$ cat config.mk
export PLATFORM = sky130hd
export DESIGN_NAME = axi4_lite_rif_bridge_flat
export DESIGN_NICKNAME = d
export VERILOG_FILES = /design/src/rtl/axi4_lite_rif_bridge_if.sv /design/src/rtl/axi4_lite_rif_bridge.sv /design/src/flat_wrapper.sv
export SDC_FILE = /design/constraint.sdc
export NUM_CORES = 1
export LEC_CHECK = 0
export ABC_AREA = 1
export CAP_MARGIN = 20
export CORE_UTILIZATION = 35
export DETAILED_ROUTE_END_ITERATION = 7
export GPL_ROUTABILITY_DRIVEN = 0
export PLACE_DENSITY = 0.74
export SYNTH_ARGS = -nofsm -noshare
export SYNTH_HDL_FRONTEND = slang
export SYNTH_SLANG_ARGS = --single-unit
$ cat constraint.sdc
create_clock -name aclk -period 2.4 [get_ports aclk]
set_input_delay 0.48 -clock aclk [delete_from_list [all_inputs] [get_ports aclk]]
set_output_delay 0.48 -clock aclk [all_outputs]
set_load 0.1 [all_outputs]
$ cat src/rtl/axi4_lite_rif_bridge_if.sv
// Purpose: AXI4-Lite slave channels plus the per-port register-interface (RIF) request/ack bus.
// Latency: none (wiring only).
// Backpressure: AXI valid/ready pairs towards the interconnect, per-port req/ack towards the RIF targets.
interface axi4_lite_rif_bridge_if #(
  parameter int ID_W      = 1,
  parameter int ADDR_W    = 16,
  parameter int DATA_W    = 32,
  parameter int NUM_PORTS = 4
);
  localparam int STRB_W = DATA_W / 8;

  logic [ID_W-1:0]             awid;
  logic [ADDR_W-1:0]           awaddr;
  logic [2:0]                  awprot;
  logic                        awvalid;
  logic                        awready;
  logic [DATA_W-1:0]           wdata;
  logic [STRB_W-1:0]           wstrb;
  logic                        wvalid;
  logic                        wready;
  logic [ID_W-1:0]             bid;
  logic [1:0]                  bresp;
  logic                        bvalid;
  logic                        bready;
  logic [ID_W-1:0]             arid;
  logic [ADDR_W-1:0]           araddr;
  logic [2:0]                  arprot;
  logic                        arvalid;
  logic                        arready;
  logic [ID_W-1:0]             rid;
  logic [DATA_W-1:0]           rdata;
  logic [1:0]                  rresp;
  logic                        rvalid;
  logic                        rready;
  logic [ADDR_W-1:0]           rif_waddr;
  logic [DATA_W-1:0]           rif_wdata;
  logic [STRB_W-1:0]           rif_wstrb;
  logic [NUM_PORTS-1:0]        rif_wr_req;
  logic [NUM_PORTS-1:0]        rif_wack;
  logic [NUM_PORTS-1:0]        rif_werr;
  logic [ADDR_W-1:0]           rif_raddr;
  logic [NUM_PORTS-1:0]        rif_rd_req;
  logic [NUM_PORTS-1:0]        rif_rack;
  logic [NUM_PORTS-1:0]        rif_rerr;
  logic [NUM_PORTS*DATA_W-1:0] rif_rdata;

  // Bridge side: AXI slave, RIF master.
  modport slave (
    input  awid, awaddr, awprot, awvalid, wdata, wstrb, wvalid, bready,
    input  arid, araddr, arprot, arvalid, rready,
    output awready, wready, bid, bresp, bvalid, arready, rid, rdata, rresp, rvalid,
    output rif_waddr, rif_wdata, rif_wstrb, rif_wr_req, rif_raddr, rif_rd_req,
    input  rif_wack, rif_werr, rif_rack, rif_rerr, rif_rdata
  );

  // Environment side: AXI master plus the RIF targets.
  modport master (
    output awid, awaddr, awprot, awvalid, wdata, wstrb, wvalid, bready,
    output arid, araddr, arprot, arvalid, rready,
    input  awready, wready, bid, bresp, bvalid, arready, rid, rdata, rresp, rvalid,
    input  rif_waddr, rif_wdata, rif_wstrb, rif_wr_req, rif_raddr, rif_rd_req,
    output rif_wack, rif_werr, rif_rack, rif_rerr, rif_rdata
  );
endinterface

$ cat src/rtl/axi4_lite_rif_bridge.sv
// Purpose: AXI4-Lite slave to NUM_PORTS RIF targets with address decode; optional REQ timeout via AXI4_LITE_RIF_BRIDGE_TIMEOUT_EN.
// Latency: AW+W (or AR) accept -> RIF req next cycle -> response the cycle after the ack (2 cycles minimum).
// Backpressure: one write and one read in flight; ready drops until the B/R response is taken, req held until ack.
module axi4_lite_rif_bridge #(
  parameter int AXI_ID_WIDTH   = 1,
  parameter int AXI_ADDR_WIDTH = 16,
  parameter int AXI_DATA_WIDTH = 32,
  parameter int NUM_PORTS      = 4,
  parameter int EN_SEC_MODE    = 0,
  parameter int TIMEOUT_CYCLES = 256
) (
  input logic                   aclk,
  input logic                   aresetn,
  axi4_lite_rif_bridge_if.slave bus
);
  localparam int STRB_W = AXI_DATA_WIDTH / 8;
  localparam int SEL_W  = (NUM_PORTS > 1) ? $clog2(NUM_PORTS) : 0;
  localparam int SEL_WX = (SEL_W > 0) ? SEL_W : 1;

  // One-hot target select from the top address bits; all-zero means no such port (DECERR).
  function automatic logic [NUM_PORTS-1:0] decode(input logic [AXI_ADDR_WIDTH-1:0] a);
    logic [4:0]           idx;
    logic [NUM_PORTS-1:0] oh;
    idx = (SEL_W == 0) ? 5'd0 : 5'(a >> (AXI_ADDR_WIDTH - SEL_WX));
    for (int p = 0; p < NUM_PORTS; p++) oh[p] = (idx == 5'(p));
    return oh;
  endfunction

  typedef enum logic [1:0] {W_IDLE, W_REQ, W_RESP} wstate_e;
  typedef enum logic [1:0] {R_IDLE, R_REQ, R_RESP} rstate_e;

  wstate_e                   wstate_q, wstate_d;
  logic                      aw_held_q, aw_held_d, w_held_q, w_held_d;
  logic                      awready_q, awready_d, wready_q, wready_d;
  logic [AXI_ID_WIDTH-1:0]   bid_q, bid_d;
  logic [AXI_ADDR_WIDTH-1:0] waddr_q, waddr_d;
  logic                      wprot1_q, wprot1_d;
  logic [AXI_DATA_WIDTH-1:0] wdata_q, wdata_d;
  logic [STRB_W-1:0]         wstrb_q, wstrb_d;
  logic [NUM_PORTS-1:0]      wsel_q, wsel_d;
  logic [1:0]                bresp_q, bresp_d;

  rstate_e                   rstate_q, rstate_d;
  logic                      arready_q, arready_d;
  logic [AXI_ID_WIDTH-1:0]   rid_q, rid_d;
  logic [AXI_ADDR_WIDTH-1:0] raddr_q, raddr_d;
  logic [NUM_PORTS-1:0]      rsel_q, rsel_d;
  logic [1:0]                rresp_q, rresp_d;
  logic [AXI_DATA_WIDTH-1:0] rdata_q, rdata_d;
  logic [AXI_DATA_WIDTH-1:0] rd_mux;

  logic w_ack, w_err, w_tmo, r_ack, r_err, r_tmo;

  // Only acks/errors from the selected port count; the others are ignored.
  assign w_ack = |(bus.rif_wack & wsel_q);
  assign w_err = |(bus.rif_werr & wsel_q);
  assign r_ack = |(bus.rif_rack & rsel_q);
  assign r_err = |(bus.rif_rerr & rsel_q);

`ifdef AXI4_LITE_RIF_BRIDGE_TIMEOUT_EN
  localparam int CNT_W = $clog2(TIMEOUT_CYCLES + 1);
  logic [CNT_W-1:0] wcnt_q, wcnt_d, rcnt_q, rcnt_d;

  // Counters run only while in REQ, so they start at zero on every REQ entry.
  assign wcnt_d = (wstate_q == W_REQ) ? wcnt_q + CNT_W'(1) : '0;
  assign rcnt_d = (rstate_q == R_REQ) ? rcnt_q + CNT_W'(1) : '0;
  assign w_tmo  = (wcnt_q == CNT_W'(TIMEOUT_CYCLES - 1));
  assign r_tmo  = (rcnt_q == CNT_W'(TIMEOUT_CYCLES - 1));

  // Wait-state counters for the request timeout.
  always_ff @(posedge aclk or negedge aresetn) begin
    if (!aresetn) begin
      wcnt_q <= '0;
      rcnt_q <= '0;
    end else begin
      wcnt_q <= wcnt_d;
      rcnt_q <= rcnt_d;
    end
  end
`else
  logic unused_timeout;
  assign w_tmo          = 1'b0;
  assign r_tmo          = 1'b0;
  assign unused_timeout = (TIMEOUT_CYCLES == 0);
`endif

  logic unused_prot;
  assign unused_prot = &{1'b0, bus.awprot[2], bus.awprot[0], bus.arprot[2], bus.arprot[0]};

  // Write FSM: collect AW and W in any order, issue the RIF write, hold B until taken.
  always_comb begin
    wstate_d  = wstate_q;
    aw_held_d = aw_held_q;
    w_held_d  = w_held_q;
    bid_d     = bid_q;
    waddr_d   = waddr_q;
    wprot1_d  = wprot1_q;
    wdata_d   = wdata_q;
    wstrb_d   = wstrb_q;
    wsel_d    = wsel_q;
    bresp_d   = bresp_q;
    case (wstate_q)
      W_IDLE: begin
        if (bus.awvalid && awready_q) begin
          aw_held_d = 1'b1;
          waddr_d   = bus.awaddr;
          bid_d     = bus.awid;
          wprot1_d  = bus.awprot[1];
        end
        if (bus.wvalid && wready_q) begin
          w_held_d = 1'b1;
          wdata_d  = bus.wdata;
          wstrb_d  = bus.wstrb;
        end
        if (aw_held_d && w_held_d) begin
          wsel_d = decode(waddr_d);
          if (wsel_d == '0) begin
            bresp_d  = 2'b11;
            wstate_d = W_RESP;
          end else if (EN_SEC_MODE != 0 && !wprot1_d) begin
            bresp_d  = 2'b10;
            wstate_d = W_RESP;
          end else begin
            wstate_d = W_REQ;
          end
        end
      end
      W_REQ: begin
        if (w_ack) begin
          bresp_d  = w_err ? 2'b10 : 2'b00;
          wstate_d = W_RESP;
        end else if (w_tmo) begin
          bresp_d  = 2'b10;
          wstate_d = W_RESP;
        end
      end
      W_RESP: begin
        if (bus.bready) begin
          wstate_d  = W_IDLE;
          aw_held_d = 1'b0;
          w_held_d  = 1'b0;
        end
      end
      default: wstate_d = W_IDLE;
    endcase
    awready_d = (wstate_d == W_IDLE) && !aw_held_d;
    wready_d  = (wstate_d == W_IDLE) && !w_held_d;
  end

  // Write-side state register.
  always_ff @(posedge aclk or negedge aresetn) begin
    if (!aresetn) begin
      wstate_q  <= W_IDLE;
      aw_held_q <= 1'b0;
      w_held_q  <= 1'b0;
      awready_q <= 1'b0;
      wready_q  <= 1'b0;
      bid_q     <= '0;
      waddr_q   <= '0;
      wprot1_q  <= 1'b0;
      wdata_q   <= '0;
      wstrb_q   <= '0;
      wsel_q    <= '0;
      bresp_q   <= '0;
    end else begin
      wstate_q  <= wstate_d;
      aw_held_q <= aw_held_d;
      w_held_q  <= w_held_d;
      awready_q <= awready_d;
      wready_q  <= wready_d;
      bid_q     <= bid_d;
      waddr_q   <= waddr_d;
      wprot1_q  <= wprot1_d;
      wdata_q   <= wdata_d;
      wstrb_q   <= wstrb_d;
      wsel_q    <= wsel_d;
      bresp_q   <= bresp_d;
    end
  end

  // Read data of the selected port (AND-OR mux over the one-hot select).
  always_comb begin
    rd_mux = '0;
    for (int p = 0; p < NUM_PORTS; p++) begin
      if (rsel_q[p]) rd_mux = rd_mux | bus.rif_rdata[p*AXI_DATA_WIDTH +: AXI_DATA_WIDTH];
    end
  end

  // Read FSM: accept AR, issue the RIF read, hold R until taken; data forced to 0 on any error.
  always_comb begin
    rstate_d = rstate_q;
    rid_d    = rid_q;
    raddr_d  = raddr_q;
    rsel_d   = rsel_q;
    rresp_d  = rresp_q;
    rdata_d  = rdata_q;
    case (rstate_q)
      R_IDLE: begin
        if (bus.arvalid && arready_q) begin
          rid_d   = bus.arid;
          raddr_d = bus.araddr;
          rsel_d  = decode(bus.araddr);
          rdata_d = '0;
          if (rsel_d == '0) begin
            rresp_d  = 2'b11;
            rstate_d = R_RESP;
          end else if (EN_SEC_MODE != 0 && !bus.arprot[1]) begin
            rresp_d  = 2'b10;
            rstate_d = R_RESP;
          end else begin
            rstate_d = R_REQ;
          end
        end
      end
      R_REQ: begin
        if (r_ack) begin
          rresp_d  = r_err ? 2'b10 : 2'b00;
          rdata_d  = r_err ? '0 : rd_mux;
          rstate_d = R_RESP;
        end else if (r_tmo) begin
          rresp_d  = 2'b10;
          rdata_d  = '0;
          rstate_d = R_RESP;
        end
      end
      R_RESP: begin
        if (bus.rready) rstate_d = R_IDLE;
      end
      default: rstate_d = R_IDLE;
    endcase
    arready_d = (rstate_d == R_IDLE);
  end

  // Read-side state register.
  always_ff @(posedge aclk or negedge aresetn) begin
    if (!aresetn) begin
      rstate_q  <= R_IDLE;
      arready_q <= 1'b0;
      rid_q     <= '0;
      raddr_q   <= '0;
      rsel_q    <= '0;
      rresp_q   <= '0;
      rdata_q   <= '0;
    end else begin
      rstate_q  <= rstate_d;
      arready_q <= arready_d;
      rid_q     <= rid_d;
      raddr_q   <= raddr_d;
      rsel_q    <= rsel_d;
      rresp_q   <= rresp_d;
      rdata_q   <= rdata_d;
    end
  end

  assign bus.awready    = awready_q;
  assign bus.wready     = wready_q;
  assign bus.bvalid     = (wstate_q == W_RESP);
  assign bus.bid        = bid_q;
  assign bus.bresp      = bresp_q;
  assign bus.rif_wr_req = (wstate_q == W_REQ) ? wsel_q : '0;
  assign bus.rif_waddr  = waddr_q;
  assign bus.rif_wdata  = wdata_q;
  assign bus.rif_wstrb  = wstrb_q;
  assign bus.arready    = arready_q;
  assign bus.rvalid     = (rstate_q == R_RESP);
  assign bus.rid        = rid_q;
  assign bus.rresp      = rresp_q;
  assign bus.rdata      = rdata_q;
  assign bus.rif_rd_req = (rstate_q == R_REQ) ? rsel_q : '0;
  assign bus.rif_raddr  = raddr_q;
endmodule
$ cat src/flat_wrapper.sv
// flat-port wrapper written by rule: the top's interface ports become plain ports
module axi4_lite_rif_bridge_flat 
#(
  parameter int AXI_ID_WIDTH   = 1,
  parameter int AXI_ADDR_WIDTH = 16,
  parameter int AXI_DATA_WIDTH = 32,
  parameter int NUM_PORTS      = 4,
  parameter int EN_SEC_MODE    = 0,
  parameter int TIMEOUT_CYCLES = 256
)
  (aclk, aresetn, bus_awid, bus_awaddr, bus_awprot, bus_awvalid, bus_wdata, bus_wstrb, bus_wvalid, bus_bready, bus_arid, bus_araddr, bus_arprot, bus_arvalid, bus_rready, bus_awready, bus_wready, bus_bid, bus_bresp, bus_bvalid, bus_arready, bus_rid, bus_rdata, bus_rresp, bus_rvalid, bus_rif_waddr, bus_rif_wdata, bus_rif_wstrb, bus_rif_wr_req, bus_rif_raddr, bus_rif_rd_req, bus_rif_wack, bus_rif_werr, bus_rif_rack, bus_rif_rerr, bus_rif_rdata);
  axi4_lite_rif_bridge_if #(.NUM_PORTS(NUM_PORTS)) bus_i ();
  input logic aclk;
  input logic aresetn;
  input wire logic [$bits(bus_i.awid)-1:0] bus_awid;
  input wire logic [$bits(bus_i.awaddr)-1:0] bus_awaddr;
  input wire logic [$bits(bus_i.awprot)-1:0] bus_awprot;
  input wire logic [$bits(bus_i.awvalid)-1:0] bus_awvalid;
  input wire logic [$bits(bus_i.wdata)-1:0] bus_wdata;
  input wire logic [$bits(bus_i.wstrb)-1:0] bus_wstrb;
  input wire logic [$bits(bus_i.wvalid)-1:0] bus_wvalid;
  input wire logic [$bits(bus_i.bready)-1:0] bus_bready;
  input wire logic [$bits(bus_i.arid)-1:0] bus_arid;
  input wire logic [$bits(bus_i.araddr)-1:0] bus_araddr;
  input wire logic [$bits(bus_i.arprot)-1:0] bus_arprot;
  input wire logic [$bits(bus_i.arvalid)-1:0] bus_arvalid;
  input wire logic [$bits(bus_i.rready)-1:0] bus_rready;
  output wire logic [$bits(bus_i.awready)-1:0] bus_awready;
  output wire logic [$bits(bus_i.wready)-1:0] bus_wready;
  output wire logic [$bits(bus_i.bid)-1:0] bus_bid;
  output wire logic [$bits(bus_i.bresp)-1:0] bus_bresp;
  output wire logic [$bits(bus_i.bvalid)-1:0] bus_bvalid;
  output wire logic [$bits(bus_i.arready)-1:0] bus_arready;
  output wire logic [$bits(bus_i.rid)-1:0] bus_rid;
  output wire logic [$bits(bus_i.rdata)-1:0] bus_rdata;
  output wire logic [$bits(bus_i.rresp)-1:0] bus_rresp;
  output wire logic [$bits(bus_i.rvalid)-1:0] bus_rvalid;
  output wire logic [$bits(bus_i.rif_waddr)-1:0] bus_rif_waddr;
  output wire logic [$bits(bus_i.rif_wdata)-1:0] bus_rif_wdata;
  output wire logic [$bits(bus_i.rif_wstrb)-1:0] bus_rif_wstrb;
  output wire logic [$bits(bus_i.rif_wr_req)-1:0] bus_rif_wr_req;
  output wire logic [$bits(bus_i.rif_raddr)-1:0] bus_rif_raddr;
  output wire logic [$bits(bus_i.rif_rd_req)-1:0] bus_rif_rd_req;
  input wire logic [$bits(bus_i.rif_wack)-1:0] bus_rif_wack;
  input wire logic [$bits(bus_i.rif_werr)-1:0] bus_rif_werr;
  input wire logic [$bits(bus_i.rif_rack)-1:0] bus_rif_rack;
  input wire logic [$bits(bus_i.rif_rerr)-1:0] bus_rif_rerr;
  input wire logic [$bits(bus_i.rif_rdata)-1:0] bus_rif_rdata;
  assign bus_i.awid = bus_awid;
  assign bus_i.awaddr = bus_awaddr;
  assign bus_i.awprot = bus_awprot;
  assign bus_i.awvalid = bus_awvalid;
  assign bus_i.wdata = bus_wdata;
  assign bus_i.wstrb = bus_wstrb;
  assign bus_i.wvalid = bus_wvalid;
  assign bus_i.bready = bus_bready;
  assign bus_i.arid = bus_arid;
  assign bus_i.araddr = bus_araddr;
  assign bus_i.arprot = bus_arprot;
  assign bus_i.arvalid = bus_arvalid;
  assign bus_i.rready = bus_rready;
  assign bus_awready = bus_i.awready;
  assign bus_wready = bus_i.wready;
  assign bus_bid = bus_i.bid;
  assign bus_bresp = bus_i.bresp;
  assign bus_bvalid = bus_i.bvalid;
  assign bus_arready = bus_i.arready;
  assign bus_rid = bus_i.rid;
  assign bus_rdata = bus_i.rdata;
  assign bus_rresp = bus_i.rresp;
  assign bus_rvalid = bus_i.rvalid;
  assign bus_rif_waddr = bus_i.rif_waddr;
  assign bus_rif_wdata = bus_i.rif_wdata;
  assign bus_rif_wstrb = bus_i.rif_wstrb;
  assign bus_rif_wr_req = bus_i.rif_wr_req;
  assign bus_rif_raddr = bus_i.rif_raddr;
  assign bus_rif_rd_req = bus_i.rif_rd_req;
  assign bus_i.rif_wack = bus_rif_wack;
  assign bus_i.rif_werr = bus_rif_werr;
  assign bus_i.rif_rack = bus_rif_rack;
  assign bus_i.rif_rerr = bus_rif_rerr;
  assign bus_i.rif_rdata = bus_rif_rdata;
  axi4_lite_rif_bridge #(.AXI_ID_WIDTH(AXI_ID_WIDTH), .AXI_ADDR_WIDTH(AXI_ADDR_WIDTH), .AXI_DATA_WIDTH(AXI_DATA_WIDTH), .NUM_PORTS(NUM_PORTS), .EN_SEC_MODE(EN_SEC_MODE), .TIMEOUT_CYCLES(TIMEOUT_CYCLES)) u_core (.aclk(aclk), .aresetn(aresetn), .bus(bus_i));
endmodule
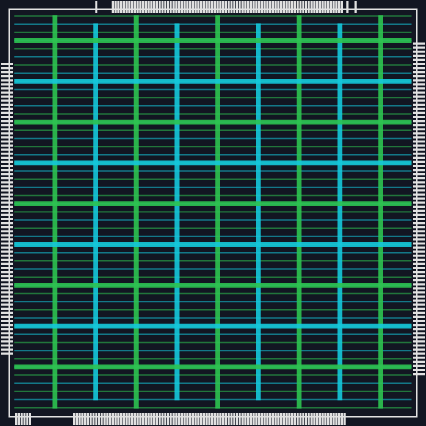
*PDN straps and rails*
(3 px per µm) Pins as bars on the die edge.
Key: VDD = cyan; VSS = green
9 straps on met4. The core has 48 rows.

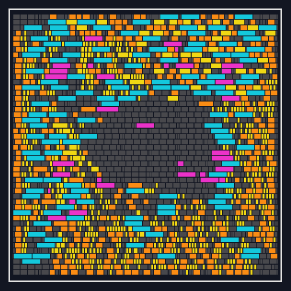
*Cells coloured by class*
(2 px per µm) Fill, decap, tap and diode cells in grey.
Key: registers = cyan [cells 123, share of their area 31%]; remaining buffers and delay cells = orange [cells 350, share of their area 33%]; clock drivers and dummy loads = magenta [cells 32, share of their area 6.7%]; remaining logic cells = yellow [cells 610, share of their area 29%]

==> ci_impl_report.md <==
### Flow metrics

| Metric | Value |
|---|---|
| Max-slew headroom | 0.645 |
| Post-route design area | about 0.010 mm² |
| Diode count | 0 |
| Via count of the first global-routing pass | 5937 |
| Number of standard cells reported by yosys | between 700 and 800 |
| Signed area change from the synthesized netlist to the final layout | 62.8% |
| Die X-Extent | approximately 140 µm |
| Count of cell types in the netlist | 23 |
| Number of violations of the max-capacitance limit | 0 |
| Slack of the worst reg-to-reg path | roughly 860 ps |
| Post-Place Cell Area | around 0.0095 mm² |
| Syn Nets | between 900 and 1000 |
| Cell row count | about 48 |
| Final setup violation count | 0 |
| Critical path class | reg -> out |
| Post-Route Utilization | 0.585 |
| Multi-input gate area | between 0.002 and 0.003 mm² |
| Unrepaired setup endpoints after global routing | no |
| Yosys aoi share | 0.0153 |
| Tally of yosys warning messages | 0 |
| Sequential-to-total area share from yosys stat | 0.495 |
| Half-perimeter wire length after placement | about 14000 µm |
| CTS Buffer Depth | 2 |
| Clock-pin slew reported for the worst setup and hold paths after clock tree synthesis | 60 ps |
| Post-detailed-route count of antenna-violating nets | 0 |
| Most frequently placed logic cells in the final layout | nand2_1, clkdlybuf4s50_1, buf_4, dfrtp_1, nor2_1 |
| Post-layout period usage of the worst path | 0.831 |
| Final Hold Slack | roughly 40 ps |
| Crit Path Max Fanout | 5 |
| Non-clock buffer count in the final layout | roughly 350 |
| Count of instances resized after the clock tree is built | 0 |
| Critical Path Source Type | register |
| Number of antenna violations at the first check in global routing | 0 |
| WP data required | roughly 1900 ps |
| Max-slew violations | 0 |
| Min-delay worst type | in -> async |
| Inverters, non-clock | 32 |
| Wire length of the first global-routing pass | between 20000 and 30000 µm |
| Area fraction in full adders, half adders and majority gates | 0 |
| Fraction of standard cell area that is sequential | 0.304 |
| Count of mapped cells out of synthesis | 767 |
| Fill cell count | ~1600 |
| Die Outline Area | 0.0183 mm² |
| Cts hold-fix bufs | 0 |
| Post-CTS setup buffer count | 0 |
| Layout multi-input combinational cell count | 578 |
| Critical path data arrival time | 1510 ps |
| Multi-input combinational area share | 0.269 |
| Clock sink total | 123 |
| Ratio of cells with drive above 1 in the final layout | 0.208 |
| Post-Place Cells | approximately 1300 |
| Area fraction in mux cells | 0.0827 |
| Average via count per standard cell | between 4 and 5 |
| Area inside the core boundary | 0.0173 mm² |
| Non-clock buffer share | 0.322 |
| Clock network area share | 0.0649 |
| Final-layout clock buffer total | 19 |
| Violation count after the first detailed-routing iteration | 213 |
| CTS tree | built |
| DIE HEIGHT | roughly 140 µm |
| Flops out of synthesis | between 100 and 150 |
| Outcome | completed |
| Slew at the pin closest to its max-slew limit | roughly 530 ps |
| Overflow left after global routing | 0 |
| CTS HTree Levels | 4 |
| Floorplan utilization | 0.360 |
| Number of DRC violations after detailed routing | 0 |
| CTS Root Cell | clkbuf_16 |
| Endpoint kind of the worst setup timing path | output port |
| Tool warnings | 32 |
| Xor+xnor area frac | 0 |
| Reg-to-Reg Start | u_core.rsel_q[0]$_DFFE_PN0P_ |
| Leading cell kind | buffers |
| Largest net degree at the start of global routing | about 43 |
| FF+latch count | about 120 |
| Non-filler cells, final | between 1000 and 1500 |
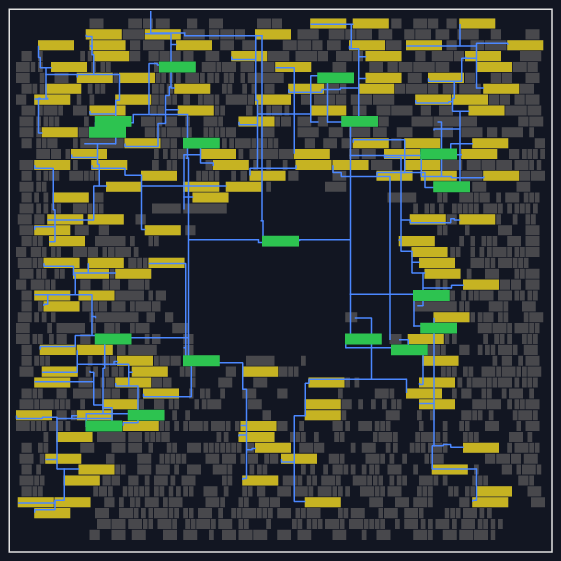
*Routed clock nets over the placement*
(4 px per µm)
Key: clock-net drivers = green [count 17]; flip-flops = yellow [count 123]; clock wires = blue [length 1780 µm]
Position of the flops: all over the die.
clock latency of the later-clocked register in the worst-skew pair: 410 ps
largest clock skew in the final design: 7.79 ps

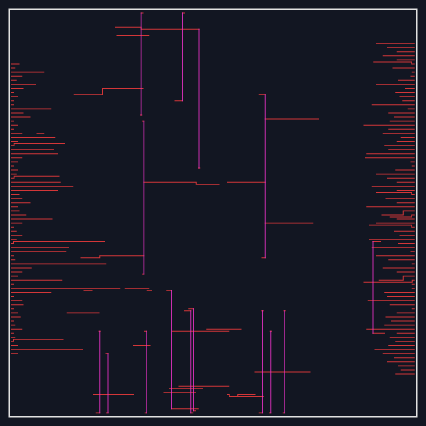
*Wiring by layer*
(3 px per µm) Only two layers are drawn.
Key: M3 = red [wire length 1530 µm]; M4 = magenta [wire length 522 µm]
Total GRT Usage: 0.211
wire length reported by the detailed router: 19000 µm
via count: 5913
Routed wire per std cell: 14.2 µm

[through the flow]
stage / worst slack [ps]
global route: 281
floorplan: 38.2
finish: 407
CTS: 381
global placement: 453
detailed placement: 448
[cell usage after synthesis, drive strengths merged]
library cell	number	area share
o22ai	2	0.0020
nor2	92	0.063
nand3	7	0.0056
inv	32	0.019
a21oi	5	0.0040
a22oi	1	0.0012
dfrtp	123	0.49
buf	34	0.049
mux2	36	0.083
o21ai	10	0.0080
nand2	424	0.27
nand4	1	0.0034
[worst max path at each step]
stage / startpoint / to / slack [ps] / cells after the start
after floorplan: u_core.wstate_q[0]$_DFF_PN0_ / bus_rif_wr_req[0] / 40 / 4
after global placement: bus_arvalid / u_core.rsel_q[0]$_DFFE_PN0P_ / 450 / 7
after detailed placement: bus_awvalid / u_core.bus.rif_waddr[5]$_DFFE_PN0P_ / 450 / 7
after CTS: u_core.wstate_q[0]$_DFF_PN0_ / bus_rif_wr_req[3] / 380 / 5
after global routing: u_core.wstate_q[0]$_DFF_PN0_ / bus_rif_wr_req[0] / 280 / 5
final: u_core.wstate_q[0]$_DFF_PN0_ / bus_rif_wr_req[3] / 410 / 5
[critical path: stages (launching register included)]
cell	delay [ps]
dfrtp_1	380
inv_1	70
nor2_1	120
inv_1	110
nor2_1	120
buf_4	300
[routing by layer]
metal	vias up	GRT usage	part of all wire
met5	-	0	0
li1	3000	-	-
met4	0	0.0936	0.027
met2	224	0.373	0.51
met1	2654	0.233	0.39
met3	35	0.0621	0.080
